`src/rtl/npu_pkg.sv`:
```
// Shared types and helpers for the NPU symbol-score path.
package npu_pkg;

  localparam int SYMBOL_COUNT = 4;

  typedef logic [1:0] symbol_id_t;

  typedef enum logic [1:0] {
    SYM_DOT,
    SYM_CIRCLE,
    SYM_X,
    SYM_CROSS
  } symbol_e;

  typedef enum logic {
    COLLECTING,
    COMPLETE
  } set_state_e;

  function automatic int clamp_score(input int value, input int max_val);
    if (value < 0) return 0;
    if (value > max_val) return max_val;
    return value;
  endfunction

endpackage

```
`src/rtl/score_ema.sv`:
```
// One committed symbol score: IIR step toward the target, range-clamped, with load/zero controls.
module score_ema
  import npu_pkg::*;
#(
  parameter int SCORE_W     = 16,
  parameter int SCORE_MAX   = 255,
  parameter int ALPHA_SHIFT = 2
) (
  input  logic               clk,
  input  logic               rst,
  input  logic               load_i,
  input  logic               zero_i,
  input  logic [SCORE_W-1:0] target_i,
  output logic [SCORE_W-1:0] value_o
);

  logic [SCORE_W-1:0]        value_q, value_d;
  logic signed [SCORE_W:0]   diff;
  logic signed [SCORE_W:0]   step;
  logic signed [SCORE_W+1:0] sum;

  // Arithmetic shift floors, so small upward steps stall just below the target.
  always_comb begin
    diff    = $signed({1'b0, target_i}) - $signed({1'b0, value_q});
    step    = diff >>> ALPHA_SHIFT;
    sum     = $signed({2'b00, value_q}) + $signed({step[SCORE_W], step});
    value_d = SCORE_W'(clamp_score(int'(sum), SCORE_MAX));
  end

  // NOTE: state registers use non-blocking (<=) so every flop samples pre-edge values.
  always_ff @(posedge clk or posedge rst) begin
    if (rst)         value_q <= '0;
    else if (zero_i) value_q <= '0;
    else if (load_i) value_q <= value_d;
  end

  assign value_o = value_q;

endmodule

```
`src/rtl/symbol_score_latch.sv`:
```
// Collects four serial symbol scores per frame and commits them, smoothed, on frame_start;
// a miss watchdog zeroes the outputs when complete sets stop arriving.
module symbol_score_latch
  import npu_pkg::*;
#(
  parameter int SCORE_W     = 16,
  parameter int SCORE_MAX   = 255,
  parameter int ALPHA_SHIFT = 2,
  parameter int MISS_LIMIT  = 4
) (
  input  logic                      clk,
  input  logic                      rst,
  input  logic                      frame_start,
  input  logic                      score_valid,
  input  symbol_id_t                score_id,
  input  logic signed [SCORE_W-1:0] score_value,
  output logic [31:0]               symbol_0,
  output logic [31:0]               symbol_1,
  output logic [31:0]               symbol_2,
  output logic [31:0]               symbol_3,
  output logic                      scores_updated,
  output logic                      set_incomplete,
  output logic                      scores_stale
);

  localparam int MISS_W = $clog2(MISS_LIMIT + 1);
  localparam logic [MISS_W-1:0] MISS_MAX = MISS_W'(MISS_LIMIT);

  logic [SCORE_W-1:0]      shadow_q [SYMBOL_COUNT];
  logic [SCORE_W-1:0]      value    [SYMBOL_COUNT];
  logic [SYMBOL_COUNT-1:0] got_mask_q, got_mask_d;
  logic [MISS_W-1:0]       miss_q, miss_d;
  logic                    stale_q, stale_d;
  logic                    updated_q, updated_d;
  logic                    incomplete_q, incomplete_d;
  logic                    commit_load, commit_zero, any_nonzero;
  set_state_e              set_state;

  assign set_state = (got_mask_q == '1) ? COMPLETE : COLLECTING;

  // NOTE: the shadow array is small and reset explicitly so a post-reset partial set is never
  // combined with leftovers; larger score memories would normally stay unreset.
  always_ff @(posedge clk or posedge rst) begin
    if (rst) begin
      for (int k = 0; k < SYMBOL_COUNT; k++) shadow_q[k] <= '0;
    end else if (score_valid) begin
      shadow_q[score_id] <= SCORE_W'(clamp_score(int'(score_value), SCORE_MAX));
    end
  end

  always_comb begin
    any_nonzero = 1'b0;
    for (int k = 0; k < SYMBOL_COUNT; k++) any_nonzero = any_nonzero | (|value[k]);
  end

  // NOTE: every output of this block gets a default first, so no latch can be inferred.
  always_comb begin
    got_mask_d   = got_mask_q;
    miss_d       = miss_q;
    stale_d      = stale_q;
    updated_d    = 1'b0;
    incomplete_d = 1'b0;
    commit_load  = 1'b0;
    commit_zero  = 1'b0;
    if (frame_start) begin
      if (set_state == COMPLETE) begin
        commit_load = 1'b1;
        updated_d   = 1'b1;
        miss_d      = '0;
        stale_d     = 1'b0;
      end else begin
        incomplete_d = 1'b1;
        if (miss_q < MISS_MAX) miss_d = miss_q + 1'b1;
        if (miss_d == MISS_MAX) begin
          commit_zero = 1'b1;
          stale_d     = 1'b1;
          updated_d   = any_nonzero;
        end
      end
      got_mask_d = '0;
    end
    // A score arriving with frame_start belongs to the new frame's set.
    if (score_valid) got_mask_d = got_mask_d | (SYMBOL_COUNT'(1) << score_id);
  end

  always_ff @(posedge clk or posedge rst) begin
    if (rst) begin
      got_mask_q   <= '0;
      miss_q       <= '0;
      stale_q      <= 1'b0;
      updated_q    <= 1'b0;
      incomplete_q <= 1'b0;
    end else begin
      got_mask_q   <= got_mask_d;
      miss_q       <= miss_d;
      stale_q      <= stale_d;
      updated_q    <= updated_d;
      incomplete_q <= incomplete_d;
    end
  end

  for (genvar k = 0; k < SYMBOL_COUNT; k++) begin : g_ema
    score_ema #(
      .SCORE_W    (SCORE_W),
      .SCORE_MAX  (SCORE_MAX),
      .ALPHA_SHIFT(ALPHA_SHIFT)
    ) u_ema (
      .clk     (clk),
      .rst     (rst),
      .load_i  (commit_load),
      .zero_i  (commit_zero),
      .target_i(shadow_q[k]),
      .value_o (value[k])
    );
  end

  assign symbol_0       = 32'(value[SYM_DOT]);
  assign symbol_1       = 32'(value[SYM_CIRCLE]);
  assign symbol_2       = 32'(value[SYM_X]);
  assign symbol_3       = 32'(value[SYM_CROSS]);
  assign scores_updated = updated_q;
  assign set_incomplete = incomplete_q;
  assign scores_stale   = stale_q;

endmodule
```
`config.mk`:
```
export PLATFORM = sky130hd
export DESIGN_NAME = symbol_score_latch
export DESIGN_NICKNAME = d
export VERILOG_FILES = /design/src/rtl/npu_pkg.sv /design/src/rtl/score_ema.sv /design/src/rtl/symbol_score_latch.sv
export SDC_FILE = /design/constraint.sdc
export NUM_CORES = 1
export LEC_CHECK = 0
export ABC_CLOCK_PERIOD_IN_PS = 4400
export CAP_MARGIN = 25
export CORE_MARGIN = 3
export CORE_UTILIZATION = 30
export DETAILED_ROUTE_END_ITERATION = 8
export GPL_TIMING_DRIVEN = 0
export SLEW_MARGIN = 20
export SYNTH_ARGS = -nofsm -noshare
export SYNTH_HDL_FRONTEND = slang
export SYNTH_SLANG_ARGS = --single-unit
```
`constraint.sdc`:
```
create_clock -name clk -period 4.4 [get_ports clk]
set_input_delay 0.88 -clock clk [delete_from_list [all_inputs] [get_ports clk]]
set_output_delay 0.88 -clock clk [all_outputs]
set_load 0.01 [all_outputs]
```
run_1/class_map.png
Drawn at 2 px/um.
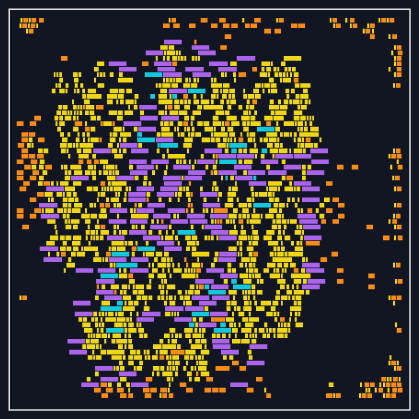
| colour | class | cells |
|---|---|---|
| yellow | remaining logic cells | 1168 |
| purple | registers | 134 |
| orange | remaining buffers and delay cells | 214 |
| cyan | clock drivers and dummy loads | 32 |

run_1/placed.png
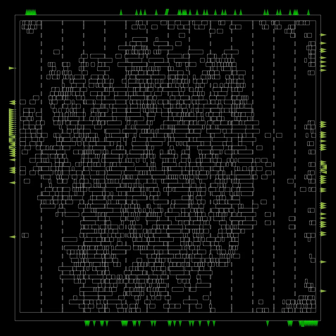
Fillers: 3671
# rows: 70
sequential share of cell area: 23.48%

run_1/sizing.png
Drawn at 2 px/um.
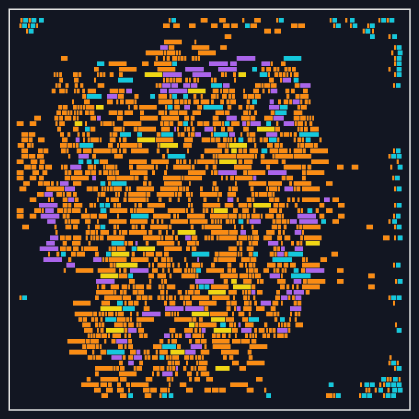
| colour | size | cells | share | most used |
|---|---|---|---|---|
| orange | x1 and smaller | 1279 | 83% | dfrtp_1 |
| cyan | x3 and x4 | 133 | 8.6% | buf_4 |
| yellow | x6 and larger | 30 | 1.9% | clkbuf_16 |
| purple | x2 | 106 | 6.8% | dfrtp_2 |

==> results_slide.txt, run 1 <==
Physical Implementation Snapshot

Outcome
  – Status: completed

Cells and area
  – Final instance area: 14400 um^2
  – Area grow syn2layout: 28.02%

Global routing
  – Initial antenna violation count: 0
  – Largest net degree at the start of global routing: 33

Clock tree
  – # hold bufs at CTS: 0
  – Clock sinks: 134
  – Clock tree buffer depth: 2

Worst setup path
  – Number of cells on the worst reg-to-reg path: 21
  – Crit Path Category: flop to flop
  – Max FO, Critical Path: 8
  – Reg2reg start: g_ema[1].u_ema.value_o[2]

Synthesis
  – Most frequent cells after synthesis: dfrtp_1 (134), ha_1 (125), nand2_1 (112), nor2_1 (112), inv_1 (103)
  – Synthesized area per cell: between 8 and 9 um^2
  – Synth area leader: dfrtp_1
  – Yosys cell count: 1331
  – Area leader share: 29.82%
  – Warning count from the yosys run: 0

Timing
  – Worst-Margin Slew: 0.7568 ns
  – Setup ws final: 0.03909 ns
  – Final setup viols: 0
  – Final min period: 4.361 ns

Placement
  – Post-DP Area: 13020 um^2
  – Dpl cells: 1953
  – Post-detail-place hpwl: 24590 um

Worst hold path
  – Hold path cells: 2

Die
  – Die Area: 39840 um^2
  – Fp util: 30.57%
  – Die Width: around 200 um

Drt
  – DRT antenna net count: 0
  – 1st-iter DRT viols: between 500 and 600
  – Routed len/inst: 15.97 um

Power and ir drop
  – Pwr Density: 396.9 nW/um^2
## run 1: worst max-delay path, cell delays in order, from the launching register on
cell,delay [ns]
dfrtp_2,0.43
inv_2,0.08
ha_4,0.19
a21o_1,0.16
a31o_4,0.21
a221o_1,0.31
and2_4,0.15
o21a_1,0.17
o21a_1,0.19
o21a_1,0.19
nor2_2,0.09
xnor2_1,0.14
ha_2,0.30
o21a_1,0.19
nor2_2,0.13
xnor2_1,0.18
o211ai_1,0.13
nor4_1,0.31
nand4_1,0.21
nor4_4,0.19
buf_6,0.20
a22oi_2,0.06
## run 1: final cells by class
cell class | count | area (um^2) | area share (%)
multi-input cells | 1065 | 7647 | 53.12
well taps | 468 | 585.6 | 4.067
flip-flops and latches | 134 | 3381 | 23.48
plain buffers | 88 | 578.1 | 4.015
repair buffers | 126 | 1234 | 8.569
inverters | 103 | 390.4 | 2.712
clock buffers | 19 | 432.9 | 3.007
clock inverters | 13 | 147.6 | 1.026
## run 1: routing by layer
| layer | share of wire (%) | wire length [um] | global-route usage [%] |
|---|---|---|---|
| met1 | 46 | 14670 | 21.02 |
| met2 | 47 | 15130 | 26.49 |
| met3 | 5.0 | 1599 | 2.698 |
| met4 | 2.5 | 797 | 5.221 |
| met5 | 0 | 0 | 0 |
## run 1: power by group
group,leakage [uW],total (uW),internal [uW],switching (uW)
sequential,0.00177,1410,1320,87.5
combinational,0.00434,2880,1270,1620
clock,0.000271,1420,840,580
total,0.00638,5710,3430,2280
## run 1: sequential cells by signal, summed over array words and instances (netlist names)
signal               flops
scores_updated           1
scores_stale             1
set_incomplete           1
g_ema.u_ema.value_o     64
shadow_q                60
got_mask_q               4
miss_q                   3
## run 1: cell usage in the layout (no fill, tap or decap), drive strengths merged, types with 9 or more instances in the layout
| cell type | Yosys | layout |
|---|---|---|
| dfrtp | 134 | 134 |
| ha | 125 | 125 |
| xnor2 | 45 | 45 |
| and3 | 9 | 9 |
| buf | 66 | 105 |
| nand3 | 12 | 12 |
| a211oi | 16 | 16 |
| clkdlybuf4s50 | 0 | 87 |
| o21ai | 98 | 98 |
| o21bai | 12 | 12 |
| nand4 | 11 | 11 |
| clkbuf | 26 | 41 |
| and2 | 68 | 68 |
| a22oi | 12 | 12 |
| o21a | 29 | 29 |
| a21o | 23 | 23 |
| conb | 1 | 64 |
| nand2 | 112 | 112 |
| nand2b | 14 | 14 |
| xor2 | 19 | 19 |
| nor2b | 18 | 18 |
| inv | 103 | 105 |
| nor4 | 27 | 27 |
| a21oi | 80 | 80 |
| a31oi | 9 | 9 |
| nor2 | 112 | 112 |
| nor3 | 33 | 33 |
## run 1: repair_timing
item | CTS | global route
setup endpoints to repair | 32 | 32
resized | 41 | 94
pin swaps | 28 | 43
setup buffers | 15 | 20
endpoints found under the hold margin | 0 | 0
## run 1: through the flow
| stage | utilization [%] | setup TNS (ns) |
|---|---|---|
| 6_report | 39.14 | 0 |
| 3_5_place_dp | 35.40 | -17.93 |
| 2_1_floorplan | - | 0 |
| 3_3_place_gp | 35.18 | -16.42 |
| 5_1_grt | 39.14 | -3.022 |
| 4_1_cts | 37.76 | -1.178 |
run_1/ff_map.png
Drawn at 2 px/um. Other sequential cells in the stronger grey, the rest of the logic in the fainter grey.
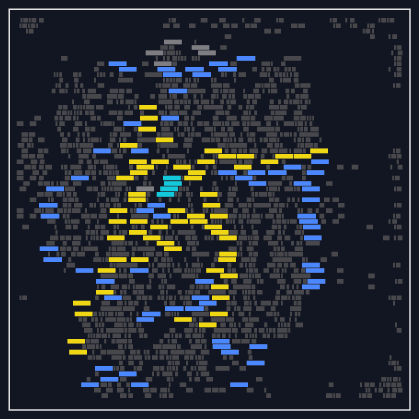

--- run 2 (diff from run 1) ---
--- a/config.mk
+++ b/config.mk
@@ -11,6 +11,7 @@
 export CORE_UTILIZATION = 30
 export DETAILED_ROUTE_END_ITERATION = 8
 export GPL_TIMING_DRIVEN = 0
+export PLACE_DENSITY_LB_ADDON = 0.3
 export SLEW_MARGIN = 20
 export SYNTH_ARGS = -nofsm -noshare
 export SYNTH_HDL_FRONTEND = slang
run_2/ff_map.png
Drawn at 2 px/um. Other sequential cells in the stronger grey, the rest of the logic in the fainter grey.
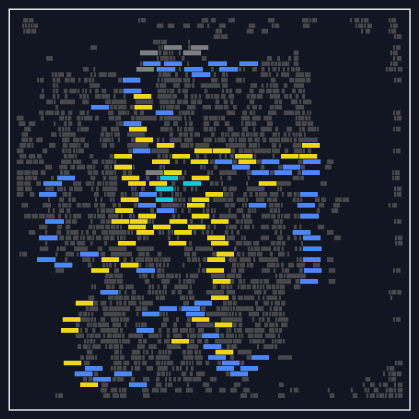
| colour | name in the netlist | flops |
|---|---|---|
| blue | g_ema.u_ema.value_o | 64 |
| cyan | got_mask_q | 4 |
| yellow | shadow_q | 60 |
not coloured: 6

run_2/sizing.png
Drawn at 2 px/um.
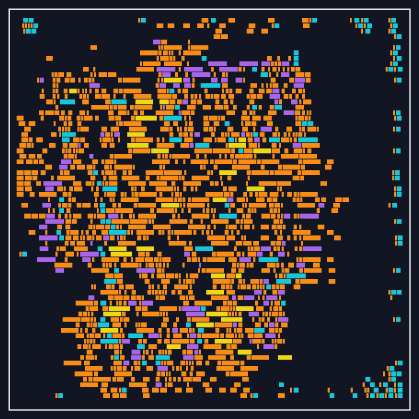
| colour | size | cells | share | most used |
|---|---|---|---|---|
| orange | x1 and smaller | 1282 | 83% | dfrtp_1 |
| purple | x2 | 103 | 6.6% | dfrtp_2 |
| cyan | x3 and x4 | 132 | 8.5% | buf_4 |
| yellow | x6 and larger | 32 | 2.1% | clkbuf_16 |

==> results_slide.txt, run 2 <==
Physical Implementation Snapshot

Synthesis
  – Yosys cell count: 1331
  – Area leader share: 29.82%
  – Synth area leader: dfrtp_1

Power and ir drop
  – Int Power: 3668 uW
  – Clock network fraction of total power: 27.8%
  – Switching share of power: 38.05%
  – Pwr Density: 408.8 nW/um^2
  – Combinational group share of total power: 48.4%
  – NetSw: 2253 uW

Global routing
  – Largest net degree at the start of global routing: 35
  – Initial antenna violation count: 0

Placement
  – I/O Buffers: 87
  – Post-detail-place hpwl: 24510 um

Clock tree
  – # hold bufs at CTS: 0
  – Clock tree buffer depth: 2
  – Clock sinks: 134

Worst setup path
  – Max FO, Critical Path: 8
  – Slowest-stage cell, CP: dfrtp_2
  – Crit path largest cell delay: 0.42 ns
  – Crit start category: flop
  – Worst-path cell chain: inv_2 > ha_4 > a21o_1 > a31o_2 > a221o_1 > and2_4 > o21a_1 > o21a_1 > o21a_1 > nor2_2 > xnor2_1 > ha_1 > o21a_1 > nor2_4 > a211oi_4 > o211ai_1 > a31oi_1 > xor2_1 > nor4_4 > buf_6 > a22oi_2
  – CP dominant cell by count: o21a_1
  – Crit Path Category: flop to flop
  – CP Buf/Inv Count: 2
  – Reg2reg start: g_ema[1].u_ema.value_o[2]

Drt
  – DRC: 0
  – DRT antenna net count: 0
  – 1st-iter DRT viols: just over 500
  – Routed len/inst: 15.72 um

Die
  – Die Area: 39840 um^2
  – Die Width: 199.6 um
  – Fp util: 30.57%
  – # rows: 70

Cells and area
  – Max FFs per register: 64
  – Fillers: 3718
  – Final instance area: 14480 um^2
  – Most frequent cells in the layout: dfrtp_1 (118), nand2_1 (110), ha_1 (109)
  – Area grow syn2layout: 28.79%

Timing
  – Achievable frequency: 230.9 MHz
  – Worst-Margin Slew: 0.7825 ns
  – Final min period: 4.331 ns
  – RSZ-0062 raised after global routing: yes
  – Sum of negative setup slack: 0 ns

Outcome
  – Status: completed
[run 2: cell types whose count changed in the layout (fill, tap and decap cells not counted), moves of 3 or more]
cell,previous run,this run
dfrtp_2,22,16
buf_4,96,99
bufinv_16,2,6
dfrtp_1,112,118
clkinvlp_4,5,2
[run 2: layout make-up]
type	instances	area (um^2)	area share [%]
multi-input combinational	1065	7642	52.76
sequential	134	3373	23.29
timing repair buffer	129	1256	8.673
tap	468	585.6	4.043
buffer	87	566.8	3.913
clock buffer	20	446.7	3.084
inverter	103	390.4	2.695
clock inverter	11	222.7	1.538
[run 2: power groups by stage]
stage                     Combinational, uW  Clock, uW  Sequential [uW]
final                                  2860       1650             1410
after global routing                   3210       1730             1420
after CTS                              2670       1670             1410
after detailed placement               2540          0             1430
after global placement                 2480          0             1430
after floorplan                        1970          0             1410
[run 2: routing by layer]
| layer | track usage (%) | up-vias | share of wire, % |
|---|---|---|---|
| li1 | - | 5017 | - |
| met5 | 0 | - | 0 |
| met2 | 26.49 | 180 | 48 |
| met1 | 21.06 | 4704 | 47 |
| met3 | 1.905 | 40 | 3.1 |
| met4 | 4.807 | 0 | 2.0 |
[run 2: logic make-up (layout without fill, tap and decap cells)]
kind of cell | count (synthesis) | after routing
fa+ha+maj | 129 | 129
other cells | 1 | 64
compound gates | 357 | 357
xor+xnor | 64 | 64
simple gates | 444 | 444
flops | 134 | 134
buf+inv | 195 | 350
mux | 7 | 7
[run 2: what timing repair did]
action / 4_1_cts / 5_1_grt
setup endpoints to repair: 32 / 32
pin swaps: 27 / 50
gates resized: 47 / 83
buffers inserted: 13 / 25
[run 2: worst min path at each step]
stage               cells after the start           end
floorplan                               2   shadow_q[0]
finish                                  2   shadow_q[5]
global route                            1  shadow_q[30]
detailed placement                      2   shadow_q[5]
global placement                        2  shadow_q[16]
CTS                                     2   shadow_q[5]
[run 2: worst register-to-register path, stage by stage (launching register included)]
cell and delay, ns:
dfrtp_2 0.42, inv_2 0.07, ha_4 0.20, a21o_1 0.14
a31o_2 0.22, a221o_1 0.32, and2_4 0.15, o21a_1 0.19
o21a_1 0.20, o21a_1 0.18, nor2_2 0.09, xnor2_1 0.13
ha_1 0.31, o21a_1 0.24, nor2_4 0.14, a211oi_4 0.06
o211ai_1 0.24, a31oi_1 0.13, xor2_1 0.19, nor4_4 0.31
buf_6 0.20, a22oi_2 0.08
[run 2: per-stage QoR]
stage                     std cells  total power [uW]  setup WS (ns)
after floorplan                1394              3380        0.04579
after global placement         1949              3915        -0.8615
after detailed placement       1953              3970        -0.9189
after CTS                      1997              5747       -0.02187
after global routing           2017              6363        -0.2046
final                          2017              5921        0.06921
--- run 3 (diff from run 2) ---
--- a/config.mk
+++ b/config.mk
@@ -12,7 +12,6 @@
 export DETAILED_ROUTE_END_ITERATION = 8
 export GPL_TIMING_DRIVEN = 0
 export PLACE_DENSITY_LB_ADDON = 0.3
-export SLEW_MARGIN = 20
 export SYNTH_ARGS = -nofsm -noshare
 export SYNTH_HDL_FRONTEND = slang
 export SYNTH_SLANG_ARGS = --single-unit
run_3/class_map.png
Drawn at 2 px/um.
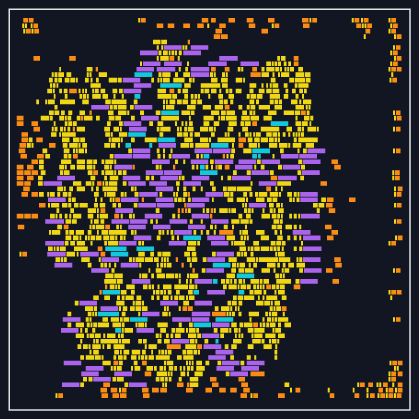
| colour | class | cells |
|---|---|---|
| orange | remaining buffers and delay cells | 212 |
| cyan | clock drivers and dummy loads | 32 |
| purple | registers | 134 |
| yellow | remaining logic cells | 1168 |

==> results_slide.txt, run 3 <==
Physical Implementation Snapshot

Outcome
  – Status: completed

Cells and area
  – Final instance area: 14370 um^2
  – Commonest non-fill, non-tap cell in the layout: dfrtp_1
  – Max FFs per register: about 64
  – Area grow syn2layout: 27.79%

Synthesis
  – Synth area leader: dfrtp_1
  – Area leader share: approximately 30%
  – Most frequent cells after synthesis: dfrtp_1 (134), ha_1 (125), nand2_1 (112), nor2_1 (112), inv_1 (103)

Timing
  – Final setup viols: 0
  – Sum of negative setup slack: 0 ns
  – Final min period: 4.312 ns

Global routing
  – Largest net degree at the start of global routing: 39
  – Initial antenna violation count: 0

Worst setup path
  – Max FO, Critical Path: 8
  – Crit start category: flop
  – Reg2reg start: g_ema[1].u_ema.value_o[2]
  – CP dominant cell by count: o21a_1
  – Crit path largest cell delay: roughly 0.42 ns
  – Crit Path Category: flop to flop

Drt
  – DRC: 0
  – Routed len/inst: 15.75 um
  – 1st-iter DRT viols: 490

Worst hold path
  – WHS Endpoint: shadow_q[32]
  – Hold path cells: 2

Die
  – Die Width: around 200 um
  – Die Area: 39840 um^2
  – Fp util: between 30% and 40%

Power and ir drop
  – Pwr Total: 5757 uW
  – Pwr Density: 400.6 nW/um^2

Placement
  – Post-DP Area: 13000 um^2

Clock tree
  – Clock tree buffer depth: 2
run_3/placed.png
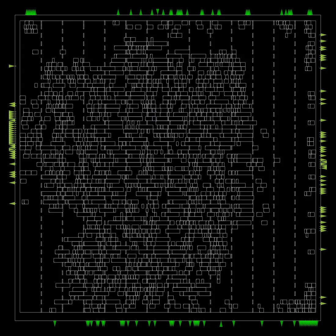
Tapcells: 468
final core utilization: 39.07%
final non-filler cell total: 2014
Fillers: 3715

## run 3: cell counts after synthesis
Identical to the previous run, type by type.
## run 3: what timing repair did
action	CTS	global route
endpoints found under the hold margin	0	0
setup endpoints to repair	32	32
resized	41	87
pin swaps	19	44
buffers inserted	12	22
## run 3: logic make-up after synthesis
family                   share of synthesized area, %
AND-OR/OR-AND                                   21.13
other                                         0.03335
buffers and inverters                           8.712
adder cells (fa/ha/maj)                         14.62
XOR/XNOR                                        4.984
flip-flops                                      29.82
AND/OR/NAND/NOR                                 20.02
multiplexers                                   0.6898
## run 3: stage by stage
step | hold WS [ns] | util [%]
2_1_floorplan | 0.4413 | -
3_3_place_gp | 0.4628 | 35.18
3_5_place_dp | 0.4753 | 35.35
4_1_cts | 0.4901 | 37.69
5_1_grt | 0.5131 | 39.07
6_report | 0.4826 | 39.07
## run 3: worst max-delay path: cells and delay by family, from the launching register on
| family | cells | cell delay, ns |
|---|---|---|
| simple gates | 4 | 0.97 |
| buf+inv | 3 | 0.37 |
| xor+xnor | 2 | 0.27 |
| fa+ha+maj | 2 | 0.46 |
| compound gates | 9 | 1.66 |
| flops | 1 | 0.42 |
## run 3: worst max-delay path by stage
stage	start	endpoint	slack, ns	depth (start not counted)
after detailed placement	g_ema[3].u_ema.value_o[2]	g_ema[3].u_ema.value_o[1]	-0.86	18
final	g_ema[1].u_ema.value_o[2]	g_ema[1].u_ema.value_o[7]	0.09	20
after global routing	g_ema[1].u_ema.value_o[2]	g_ema[1].u_ema.value_o[7]	-0.23	21
after CTS	g_ema[1].u_ema.value_o[2]	g_ema[1].u_ema.value_o[5]	-0.009	21
after global placement	g_ema[3].u_ema.value_o[2]	g_ema[3].u_ema.value_o[6]	-0.86	18
after floorplan	g_ema[3].u_ema.value_o[2]	g_ema[3].u_ema.value_o[0]	0.05	19
## run 3: layout make-up
| class | instances | area, um^2 | share of cell area (%) |
|---|---|---|---|
| clock buffers | 17 | 425.4 | 2.960 |
| multi-input cells | 1065 | 7622 | 53.04 |
| well taps | 468 | 585.6 | 4.075 |
| clock inverters | 15 | 180.2 | 1.254 |
| repair buffers | 124 | 1206 | 8.393 |
| plain buffers | 88 | 581.8 | 4.048 |
| inverters | 103 | 390.4 | 2.716 |
| flip-flops and latches | 134 | 3379 | 23.52 |
## run 3: power by group
part	switching, uW	total [uW]	leakage (uW)	internal [uW]
logic	1590	2860	0.00434	1270
registers	88.0	1410	0.00177	1320
clock network	596	1490	0.000290	894
total	2270	5760	0.00639	3480
## run 3: layer usage
metal	part of all wire [%]	global-route usage, %	vias up	routed length [um]
li1	-	-	5013	-
met1	46	20.93	4705	14720
met2	48	26.73	191	15260
met3	3.3	2.074	36	1054
met4	2.2	4.704	0	690
met5	0	0	-	0
No activity file was given, so power comes from the tool's default toggle rates.
